**src/rtl/wb_port_arbiter.sv**
```systemverilog
`default_nettype none
// ============================================================================
// Module   : wb_port_arbiter
// Brief    : Round-robin arbiter sharing the register-file write port between
//            ALU and load writebacks, with a pending-write hazard scoreboard.
// Revision : 1.0
// ============================================================================
module wb_port_arbiter #(
  parameter int XLEN = 32,
  parameter int AW   = 5
) (
  input  logic                 clk,
  input  logic                 reset,
  input  logic                 alu_valid,
  output logic                 alu_ready,
  input  logic [AW-1:0]        alu_rd,
  input  logic [XLEN-1:0]      alu_data,
  input  logic                 mem_valid,
  output logic                 mem_ready,
  input  logic [AW-1:0]        mem_rd,
  input  logic [XLEN-1:0]      mem_data,
  input  logic                 stall,
  output logic [AW-1:0]        wd,
  output logic [XLEN-1:0]      w_data,
  output logic                 w_enable,
  input  logic                 issue_valid,
  input  logic [AW-1:0]        issue_rd,
  input  logic [AW-1:0]        rs1,
  input  logic [AW-1:0]        rs2,
  output logic                 rs1_busy,
  output logic                 rs2_busy,
  output logic [(2**AW)-1:0]   busy_vec
);

  localparam int c_NREGS = 2**AW;

  typedef enum logic [0:0] {
    PRIO_ALU = 1'b0,
    PRIO_MEM = 1'b1
  } prio_t;

  prio_t               r_prio;
  logic                r_wen;
  logic [AW-1:0]       r_wd;
  logic [XLEN-1:0]     r_wdata;
  logic [c_NREGS-1:0]  r_busy;

  logic                w_commit;
  logic                w_slot_open;
  logic                w_grant_alu;
  logic                w_grant_mem;
  logic                w_acc_alu;
  logic                w_acc_mem;
  logic                w_accept;
  logic [AW-1:0]       w_acc_rd;
  logic [XLEN-1:0]     w_acc_data;
  logic [c_NREGS-1:0]  w_busy_next;

  assign w_commit    = r_wen & ~stall;
  // A committing slot can be refilled in the same cycle.
  assign w_slot_open = ~r_wen | ~stall;

  assign w_grant_alu = alu_valid & (~mem_valid | (r_prio == PRIO_ALU));
  assign w_grant_mem = mem_valid & (~alu_valid | (r_prio == PRIO_MEM));

  assign w_acc_alu   = w_grant_alu & w_slot_open;
  assign w_acc_mem   = w_grant_mem & w_slot_open;
  assign w_accept    = w_acc_alu | w_acc_mem;

  assign w_acc_rd    = w_acc_alu ? alu_rd   : mem_rd;
  assign w_acc_data  = w_acc_alu ? alu_data : mem_data;

  assign alu_ready   = w_acc_alu;
  assign mem_ready   = w_acc_mem;

  // Clear before set so an issue to the committing register keeps it busy.
  always_comb begin
    w_busy_next = r_busy;
    if (w_commit) begin
      w_busy_next[r_wd] = 1'b0;
    end
    if (issue_valid && (issue_rd != '0)) begin
      w_busy_next[issue_rd] = 1'b1;
    end
    w_busy_next[0] = 1'b0;
  end

  always_ff @(posedge clk or negedge reset) begin
    if (!reset) begin
      r_prio  <= PRIO_ALU;
      r_wen   <= 1'b0;
      r_wd    <= '0;
      r_wdata <= '0;
      r_busy  <= '0;
    end else begin
      r_busy <= w_busy_next;
      if (w_accept) begin
        r_prio <= w_acc_alu ? PRIO_MEM : PRIO_ALU;
        // Writes to x0 are consumed but never reach the register file.
        if (w_acc_rd != '0) begin
          r_wen   <= 1'b1;
          r_wd    <= w_acc_rd;
          r_wdata <= w_acc_data;
        end else begin
          r_wen <= 1'b0;
        end
      end else if (w_commit) begin
        r_wen <= 1'b0;
      end
    end
  end

  assign wd       = r_wd;
  assign w_data   = r_wdata;
  assign w_enable = r_wen;
  assign busy_vec = r_busy;
  assign rs1_busy = r_busy[rs1];
  assign rs2_busy = r_busy[rs2];

endmodule
`default_nettype wire

```
**config.mk**
```make
export PLATFORM = sky130hd
export DESIGN_NAME = wb_port_arbiter
export DESIGN_NICKNAME = d
export VERILOG_FILES = /design/src/rtl/wb_port_arbiter.sv
export SDC_FILE = /design/constraint.sdc
export NUM_CORES = 1
export LEC_CHECK = 0
export ABC_CLOCK_PERIOD_IN_PS = 4100
export CORE_AREA = 2 2 133 83
export DETAILED_ROUTE_END_ITERATION = 10
export DIE_AREA = 0 0 135 85
export GPL_TIMING_DRIVEN = 0
export PLACE_DENSITY = 0.84
export SYNTH_ARGS = -nofsm -noshare
export SYNTH_HDL_FRONTEND = slang
export SYNTH_SLANG_ARGS = --single-unit
```
**constraint.sdc**
```tcl
create_clock -name clk -period 4.1 [get_ports clk]
set_input_delay 1.23 -clock clk [delete_from_list [all_inputs] [get_ports clk]]
set_output_delay 1.23 -clock clk [all_outputs]
set_load 0.03 [all_outputs]
```
==> results.tsv <==
stage	metric	value	unit
place	detailed_placement_wirelength_estimate	9780	microns
drt	via_count	3782	
setup_path	worst_setup_path_end_kind	output port	
power_and_ir_drop	internal_power	0.00203	W
sta	finalSetupTns	0	ns
finish	layoutNonFillerInstCount	663	
setup_path	critPathArrivalTime	2.78	ns
finish	finish.net_count	616	
floorplan	die_x	135	microns
clock_network	clock_tree.root_cell	sky130_fd_sc_hd__clkbuf_16	
sta	timing_hold_violations_final	0	
flow_run	max_cap_violations	0	
logic_synthesis	post_synth_num_cell_types	43	
floorplan	core.rowCount	29	
drt	routed_via_density	5.70	
global_route	antenna_found_initial	0	
hold_path	min-delay-start	r_prio	
global_route	grt_pass1_vias	3858	
power_and_ir_drop	p_per_area	561	mW/mm^2
logic_synthesis	syn-mean-instance-area	11.0	sq um
sta	setup_slack	0.0907	ns
logic_synthesis	synth.largest_area_cell	sky130_fd_sc_hd__dfrtp_1	
finish	largest_register_ff_count	32	
drt	drt-pass1-iter-count	4	
sta	final.min_clock_period	4.01	ns
setup_path	worst-path-max-fanout	10	
logic_synthesis	synth.ff_latch_count	70	
drt	detailedRoute.firstIterationViolations	262	
hold_path	min_path_cells	2	
power_and_ir_drop	seq_power_share	0.336	
setup_path	cp-start-kind	input pin	
floorplan	floorplan.die_area	0.0115	sq mm
run_status	status	complete, no violations	
logic_synthesis	synthesis.nets	442	
floorplan	core_util_floorplan	0.372	
power_and_ir_drop	sequential_power	0.00112	W
hold_path	hold-path-endpoint	r_prio	
finish	lay_top_count	sky130_fd_sc_hd__clkdlybuf4s50_1	
finish	drive_gt1_frac	0.147	
setup_path	ff2ff_setup_slack	2.12	ns
drt	detail_route.wirelength	12700	microns
place	gp_routability_congestion	0.841	
logic_synthesis	ys_warn_count	0	
place	detailed_place.area	0.00563	sq mm
logic make-up (layout without fill, tap and decap cells):
kind of cell | after synthesis | in the layout | share of synthesized area
other | 1 | 1 | 0.000979
AOI/OAI and AO/OA | 158 | 158 | 0.323
DFF | 70 | 70 | 0.458
buffers and inverters | 28 | 205 | 0.0405
muxes | 24 | 24 | 0.0824
and+or+nand+nor | 66 | 66 | 0.0961
synth_stat cells (all sizes together), types with 2 or more instances:
master and count:
or3 3, nor2b 4, nand4b 2, o22ai 35, a211oi 3, nand2b 5, buf 10, o211ai 2
nand2 12, a2bb2oi 35, clkbuf 12, nor2 10, nand4 2, a22oi 5, o2111ai 2, o21ai 64
nand3b 7, mux2i 18, or3b 2, nand3 14, mux4 6, a21oi 9, dfrtp 70, inv 6
or4 2
metal layers:
layer / wire [microns] / vias up
met5: 0 / -
li1: - / 1704
met3: 1200 / 19
met2: 5680 / 192
met1: 5650 / 1867
met4: 189 / 0
final cells by class:
class                   count  area, sq um  share of cell area
plain buffers              22          150              0.0253
clock buffers              13          270              0.0455
clock inverters             1         5.00            0.000843
inverters                   6         22.5             0.00379
multi-input cells         249         1940               0.327
flip-flops and latches     70         1750               0.295
well taps                 139          174              0.0293
repair buffers            163         1620               0.273
worst max-delay path by stage:
stage | startpoint | to | slack [ns] | cells after the start
finish | rs2[2] | rs2_busy | 0.09 | 7
floorplan | rs1[0] | rs1_busy | 0.27 | 5
CTS | stall | mem_ready | 0.02 | 5
detailed placement | rs1[2] | rs1_busy | -0.62 | 7
global placement | rs1[2] | rs1_busy | -0.59 | 7
global route | rs2[2] | rs2_busy | -0.04 | 7
worst max-delay path: cells and delay by family:
family          cells  cell delay, ns
mux                 1            0.23
buf+inv             3            1.05
simple gates        2            0.18
compound gates      1            0.09
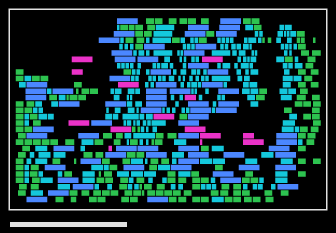
Fig. 1. Placed cells, one colour a class.
The bar under the picture is 50 microns long.
[magenta] clock drivers and dummy loads | cells: 14
[blue] flops | cells: 70
[cyan] combinational and other logic | cells: 255
[green] other buffers and delay cells | cells: 185

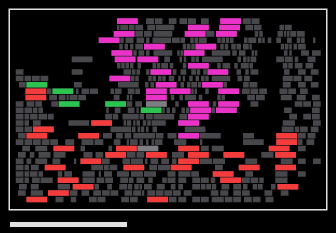
Fig. 2. Where the registers sit.
The bar under the picture is 50 microns long. Other sequential cells in the stronger grey, the rest of the logic in the fainter grey.
[red] `w_data` | placed flops: 32
[green] `wd` | placed flops: 5 | where: middle left
[magenta] `busy_vec` | placed flops: 31

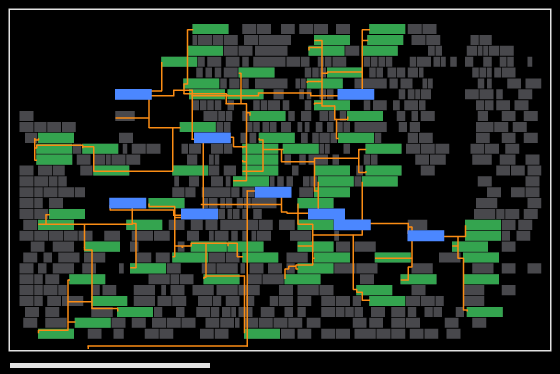
Fig. 3. Routed clock nets over the placement.
The bar under the picture is 50 microns long.
[orange] clock wires | length: 915 microns
[blue] clock drivers | count: 9
[green] flip-flops | count: 70
routed clock nets: 10

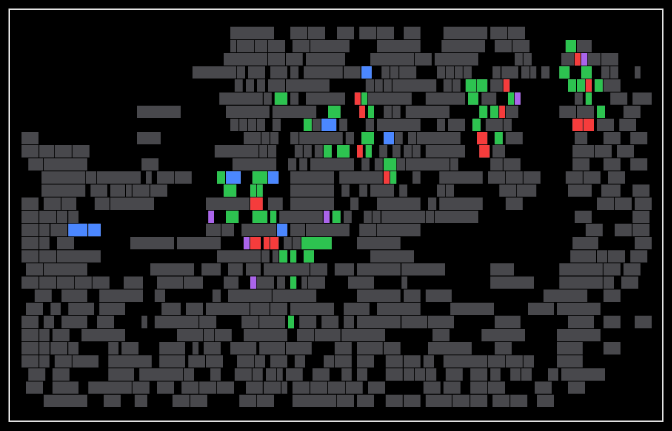
Fig. 4. Selected gate families.
[green] NAND gates | cells: 42 | most used: nand3_1
[purple] inverters | cells: 6
[blue] AND and OR gates | cells: 8 | most used: or3_1
[red] NOR gates | cells: 16 | most used: nor2_1

